--- src/rtl/instr_mem_loader_if.sv ---
// Load-port and fetch-bus signals of the instruction memory loader.
// master = byte source / CPU side, slave = the memory itself.
interface instr_mem_loader_if #(
  parameter int DEPTH_LOG2 = 8
);
  logic [15:0]         address;
  logic [15:0]         data_out;
  logic [7:0]          ld_byte;
  logic                ld_valid;
  logic                ld_last;
  logic                ld_ready;
  logic                done;
  logic                overflow;
  logic [DEPTH_LOG2:0] word_count;

  modport master (
    output address, ld_byte, ld_valid, ld_last,
    input  data_out, ld_ready, done, overflow, word_count
  );

  modport slave (
    input  address, ld_byte, ld_valid, ld_last,
    output data_out, ld_ready, done, overflow, word_count
  );
endinterface

--- src/rtl/instr_mem_loader.sv ---
// Instruction memory filled by big-endian byte pairs, then read combinationally
// by the CPU fetch bus once the image is complete.
module instr_mem_loader #(
  parameter int          DEPTH_LOG2 = 8,
  parameter logic [15:0] FILL       = 16'h0000
) (
  input  logic              clk,
  input  logic              rst,
  instr_mem_loader_if.slave bus
);
  localparam int unsigned NWORDS = 1 << DEPTH_LOG2;
  localparam logic [DEPTH_LOG2:0] CAP = (DEPTH_LOG2+1)'(NWORDS);

  typedef enum logic [1:0] {S_HI, S_LO, S_DONE} state_e;

  state_e              state_q, state_d;
  logic [7:0]          hi_q, hi_d;
  logic [DEPTH_LOG2:0] wc_q, wc_d;
  logic                ovf_q, ovf_d;
  logic                we;
  logic [15:0]         wdata;
  logic                xfer;
  logic                full;

  logic [15:0] mem [NWORDS];

  assign xfer = bus.ld_valid && bus.ld_ready;
  assign full = (wc_q == CAP);

  always_ff @(posedge clk) begin
    if (rst) begin
      state_q <= S_HI;
      hi_q    <= 8'h00;
      wc_q    <= '0;
      ovf_q   <= 1'b0;
    end else begin
      state_q <= state_d;
      hi_q    <= hi_d;
      wc_q    <= wc_d;
      ovf_q   <= ovf_d;
    end
  end

  // Contents survive reset; word_count alone decides what is visible.
  always_ff @(posedge clk) begin
    if (we && !rst) mem[wc_q[DEPTH_LOG2-1:0]] <= wdata;
  end

  always_comb begin
    state_d = state_q;
    hi_d    = hi_q;
    wc_d    = wc_q;
    ovf_d   = ovf_q;
    we      = 1'b0;
    wdata   = {hi_q, bus.ld_byte};
    unique case (state_q)
      S_HI: begin
        if (xfer) begin
          if (bus.ld_last) begin
            wdata   = {bus.ld_byte, 8'h00};
            state_d = S_DONE;
            if (full) begin
              ovf_d = 1'b1;
            end else begin
              we   = 1'b1;
              wc_d = wc_q + 1'b1;
            end
          end else begin
            hi_d    = bus.ld_byte;
            state_d = S_LO;
          end
        end
      end
      S_LO: begin
        if (xfer) begin
          // A dropped write ends the load even without ld_last.
          if (full) begin
            ovf_d   = 1'b1;
            state_d = S_DONE;
          end else begin
            we      = 1'b1;
            wc_d    = wc_q + 1'b1;
            state_d = bus.ld_last ? S_DONE : S_HI;
          end
        end
      end
      S_DONE:  state_d = S_DONE;
      default: state_d = S_HI;
    endcase
  end

  logic [DEPTH_LOG2-1:0] idx;
  logic                  hit;

  always_comb begin
    bus.ld_ready   = (state_q != S_DONE);
    bus.done       = (state_q == S_DONE);
    bus.overflow   = ovf_q;
    bus.word_count = wc_q;
    idx            = bus.address[DEPTH_LOG2-1:0];
    hit            = bus.done && (bus.address[15:DEPTH_LOG2] == '0)
                     && ({1'b0, idx} < wc_q);
    bus.data_out   = hit ? mem[idx] : FILL;
  end
endmodule

--- src/flat_wrapper.sv ---
// flat-port wrapper written by rule: the top's interface ports become plain ports
module instr_mem_loader_flat 
#(
  parameter int          DEPTH_LOG2 = 8,
  parameter logic [15:0] FILL       = 16'h0000
)
  (clk, rst, bus_address, bus_ld_byte, bus_ld_valid, bus_ld_last, bus_data_out, bus_ld_ready, bus_done, bus_overflow, bus_word_count);
  instr_mem_loader_if #(.DEPTH_LOG2(DEPTH_LOG2)) bus_i ();
  input  logic clk;
  input  logic rst;
  input wire logic [$bits(bus_i.address)-1:0] bus_address;
  input wire logic [$bits(bus_i.ld_byte)-1:0] bus_ld_byte;
  input wire logic [$bits(bus_i.ld_valid)-1:0] bus_ld_valid;
  input wire logic [$bits(bus_i.ld_last)-1:0] bus_ld_last;
  output wire logic [$bits(bus_i.data_out)-1:0] bus_data_out;
  output wire logic [$bits(bus_i.ld_ready)-1:0] bus_ld_ready;
  output wire logic [$bits(bus_i.done)-1:0] bus_done;
  output wire logic [$bits(bus_i.overflow)-1:0] bus_overflow;
  output wire logic [$bits(bus_i.word_count)-1:0] bus_word_count;
  assign bus_i.address = bus_address;
  assign bus_i.ld_byte = bus_ld_byte;
  assign bus_i.ld_valid = bus_ld_valid;
  assign bus_i.ld_last = bus_ld_last;
  assign bus_data_out = bus_i.data_out;
  assign bus_ld_ready = bus_i.ld_ready;
  assign bus_done = bus_i.done;
  assign bus_overflow = bus_i.overflow;
  assign bus_word_count = bus_i.word_count;
  instr_mem_loader #(.DEPTH_LOG2(DEPTH_LOG2), .FILL(FILL)) u_core (.clk(clk), .rst(rst), .bus(bus_i));
endmodule
--- config.mk ---
export PLATFORM = sky130hd
export DESIGN_NAME = instr_mem_loader_flat
export DESIGN_NICKNAME = d
export VERILOG_FILES = /design/src/rtl/instr_mem_loader_if.sv /design/src/rtl/instr_mem_loader.sv /design/src/flat_wrapper.sv
export SDC_FILE = /design/constraint.sdc
export NUM_CORES = 2
export LEC_CHECK = 0
export CAP_MARGIN = 5
export CORE_ASPECT_RATIO = 1.2
export CORE_MARGIN = 4
export CORE_UTILIZATION = 40
export CTS_CLUSTER_SIZE = 24
export DETAILED_ROUTE_END_ITERATION = 7
export SLEW_MARGIN = 25
export SYNTH_ARGS = -nofsm -noshare
export SYNTH_HDL_FRONTEND = slang
export SYNTH_SLANG_ARGS = --single-unit
--- constraint.sdc ---
create_clock -name clk -period 12.4 [get_ports clk]
set_input_delay 2.48 -clock clk [delete_from_list [all_inputs] [get_ports clk]]
set_output_delay 2.48 -clock clk [all_outputs]
set_load 0.05 [all_outputs]
==> run summary <==
Status: finished clean
Total gr overflow: 0
Post-route DRC: 0
Clk_lat worst skew: 0.95 ns
Syn Inst Count: 7969
CP Cell Sequence: buf_8 > nor2b_4 > buf_4 > buf_4 > a221oi_1 > o31ai_1 > a21oi_1 > nor3_2 > o2111ai_1 > o2bb2ai_1 > buf_12
Initial antenna violation count: 29
Top Layout Cells: edfxtp_1 (4096), mux2i_1 (891), mux4_2 (588)
Worst R2R Path Depth: 11
Hold Path Cell Cnt: 2
HP Class: flop to flop
First-pass GRT wire length: 655 mm
Clk sinks: 4116
H-tree depth: 5
Cts bufs inserted: 391
Final layout net count: 8424
Setup CP Type: input pin to primary output
Storage element area: 123000 µm²
Synth-to-layout area growth: 13.2%
Logic area: 34900 µm²
Fillers: 33400
Critical path depth: 11
Cts hold-fix bufs: 0
Placer Congestion: 0.878
Commonest Layout Cell: edfxtp_1
CTS tree: done
Crit path time final: 9.94 ns
Slowest cell on crit path: nor3_2
Post-DP Area: 169000 µm²
Cell leakage power: 59.0 nW
Critical Path Fanout Max: 48
Synth Seq Share: 76.6%
Post-Route WL: 469 mm
Wirelength per Cell: 33.6 µm
Fin Clk Skew: 0.0774 ns
RSZ-0062 raised after global routing: no
Avg Synthesized Cell Area: 20.2 µm²
Crit path DRT: 9.92 ns
FP Rows: 255
Drt via density: 6.01
Distinct lib cells: 78
Chip Height: 703 µm
Router iterations before antenna repair: 5
CP bufs+invs: 4
Total Power: 29.1 mW
Fmax: 101 MHz
CP top delay family: buffers and inverters
Post-synth top flop: edfxtp_1
-- cell usage after synthesis, drive strengths merged, types with 5 or more instances --
master  instances  area (µm²)
nor3          129         646
o22ai          14        87.6
a32oi           7        61.3
nand2          92         345
mux2           20         225
a211oi        105         788
nand3          45         225
a22o           17         149
inv            14        52.6
clkbuf        198         743
a22oi          56         420
a221oi        278        2730
a21oi         106         531
buf           305        2630
o21ai         225        1130
a31oi          35         219
or2             5        31.3
mux4          589       13300
xnor2           7        61.3
nor2b          22         138
dfxtp          20         400
nor4           18         113
edfxtp       4096      123000
mux2i         891        8920
nand2b         33         206
o211ai         26         195
or3            12        75.1
a21o           11        82.6
ha             11         138
a221o         133        1330
o31ai          46         345
and2            7        43.8
nor2          324        1220
nand4          13        81.3
a31o            6        52.6
-- path summary, 6_finish.rpt --
kind                            startpoint                  end  slack [ns]
setup / recovery            bus_address[2]     bus_data_out[15]        2.46
hold / removal              u_core.hi_q[6]       u_core.hi_q[6]        0.47
setup reg to reg  u_core.bus.word_count[0]  u_core.mem[157][13]        7.65
hold reg to reg             u_core.hi_q[6]       u_core.hi_q[6]        0.47
-- worst reg2reg max path, delay by kind of cell, from the launching register on --
family | cells | cell delay (ns)
flip-flops | 1 | 0.56
adder cells (fa/ha/maj) | 1 | 0.32
AND/OR/NAND/NOR | 6 | 2.47
buffers and inverters | 4 | 1.07
-- kinds of logic (layout without fill, tap and decap cells) --
| logic type | Yosys count | in the layout | share of synthesized area [%] |
|---|---|---|---|
| AND-OR/OR-AND | 1099 | 1099 | 5.24 |
| XOR/XNOR | 8 | 8 | 0.0435 |
| adder cells (fa/ha/maj) | 11 | 11 | 0.0854 |
| buffers and inverters | 518 | 1253 | 2.13 |
| flip-flops | 4116 | 4116 | 76.6 |
| multiplexers | 1500 | 1500 | 13.9 |
| other | 0 | 10 | 0 |
| AND/OR/NAND/NOR | 717 | 717 | 2.02 |
-- stage by stage --
step	worst slack [ns]	hold slack, ns	std cells
final	2.46	0.470	14000
after global routing	2.42	0.499	14000
after CTS	2.51	0.462	14000
after detailed placement	2.57	0.448	13300
after global placement	1.60	0.418	13200
after floorplan	1.74	0.407	7969
-- routing by layer --
metal / track usage (%) / share of wire [%] / wire, µm
met1: 28.5 / 38 / 176000
met2: 36.8 / 49 / 231000
met3: 4.13 / 8.5 / 39700
met4: 9.56 / 4.8 / 22500
met5: 0 / 0.023 / 110
-- sequential cells by signal, indices dropped and copies added (netlist names) --
signal,count
u_core.state_q,2
u_core.hi_q,8
u_core.bus.overflow,1
u_core.mem,4096
u_core.bus.word_count,9
-- layout make-up --
class,count,area share (%)
Multi-Input combinational cell,3335,19.1
Clock buffer,475,5.61
Tap cell,5268,3.61
Timing Repair Buffer,526,2.54
Inverter,15,0.0391
Sequential cell,4116,67.7
Antenna cell,10,0.0137
Clock inverter,237,1.40
-- power breakdown --
part / internal [mW] / total [mW] / switching [mW]
logic: 0.463 / 1.63 / 1.17
registers: 15.4 / 15.4 / 0.00358
clock network: 6.90 / 12.1 / 5.19
Cell outlines without signal wires:
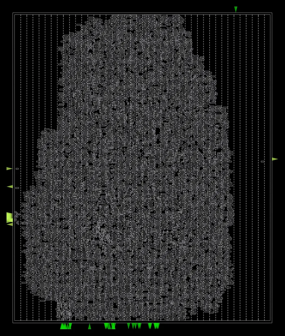
Seq cells: 4116
core box area: 402000 µm²
Final Util: 45.4%

I/O nets highlighted:
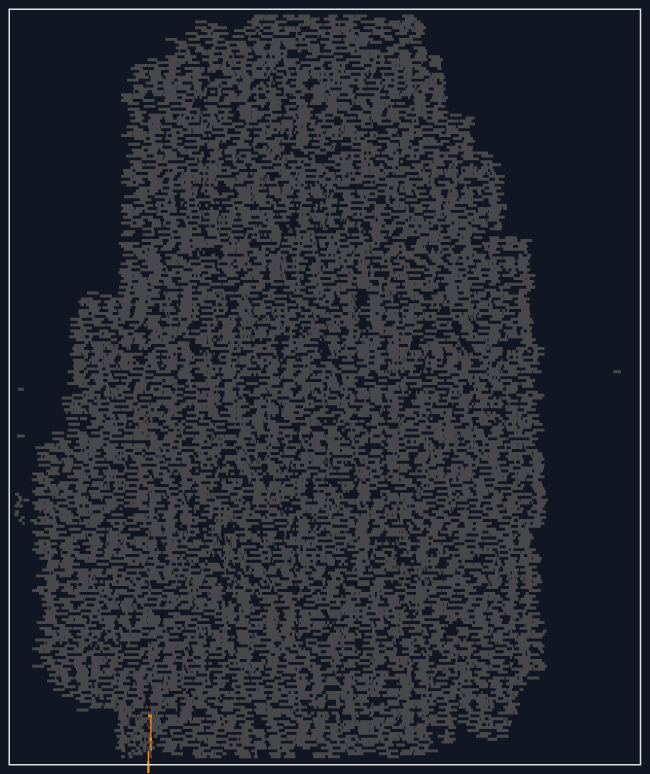
legend:
  orange:
    port: `bus_ld_valid`
    bits: 1
    direction: input
    edge: bottom
    end_cells: 2
    buffers: 1
    wire: 45.0 µm
Port Buf Inserts: 55
I/O pin count: 56

Metal 2:
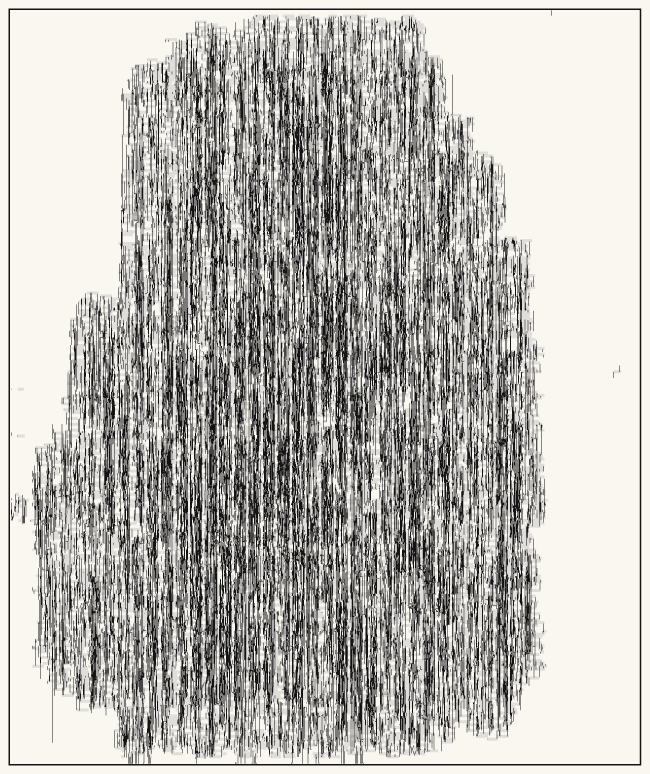
main direction: vertical
wire length on this layer: 231 mm

Power is estimated from default activity; no workload was simulated.
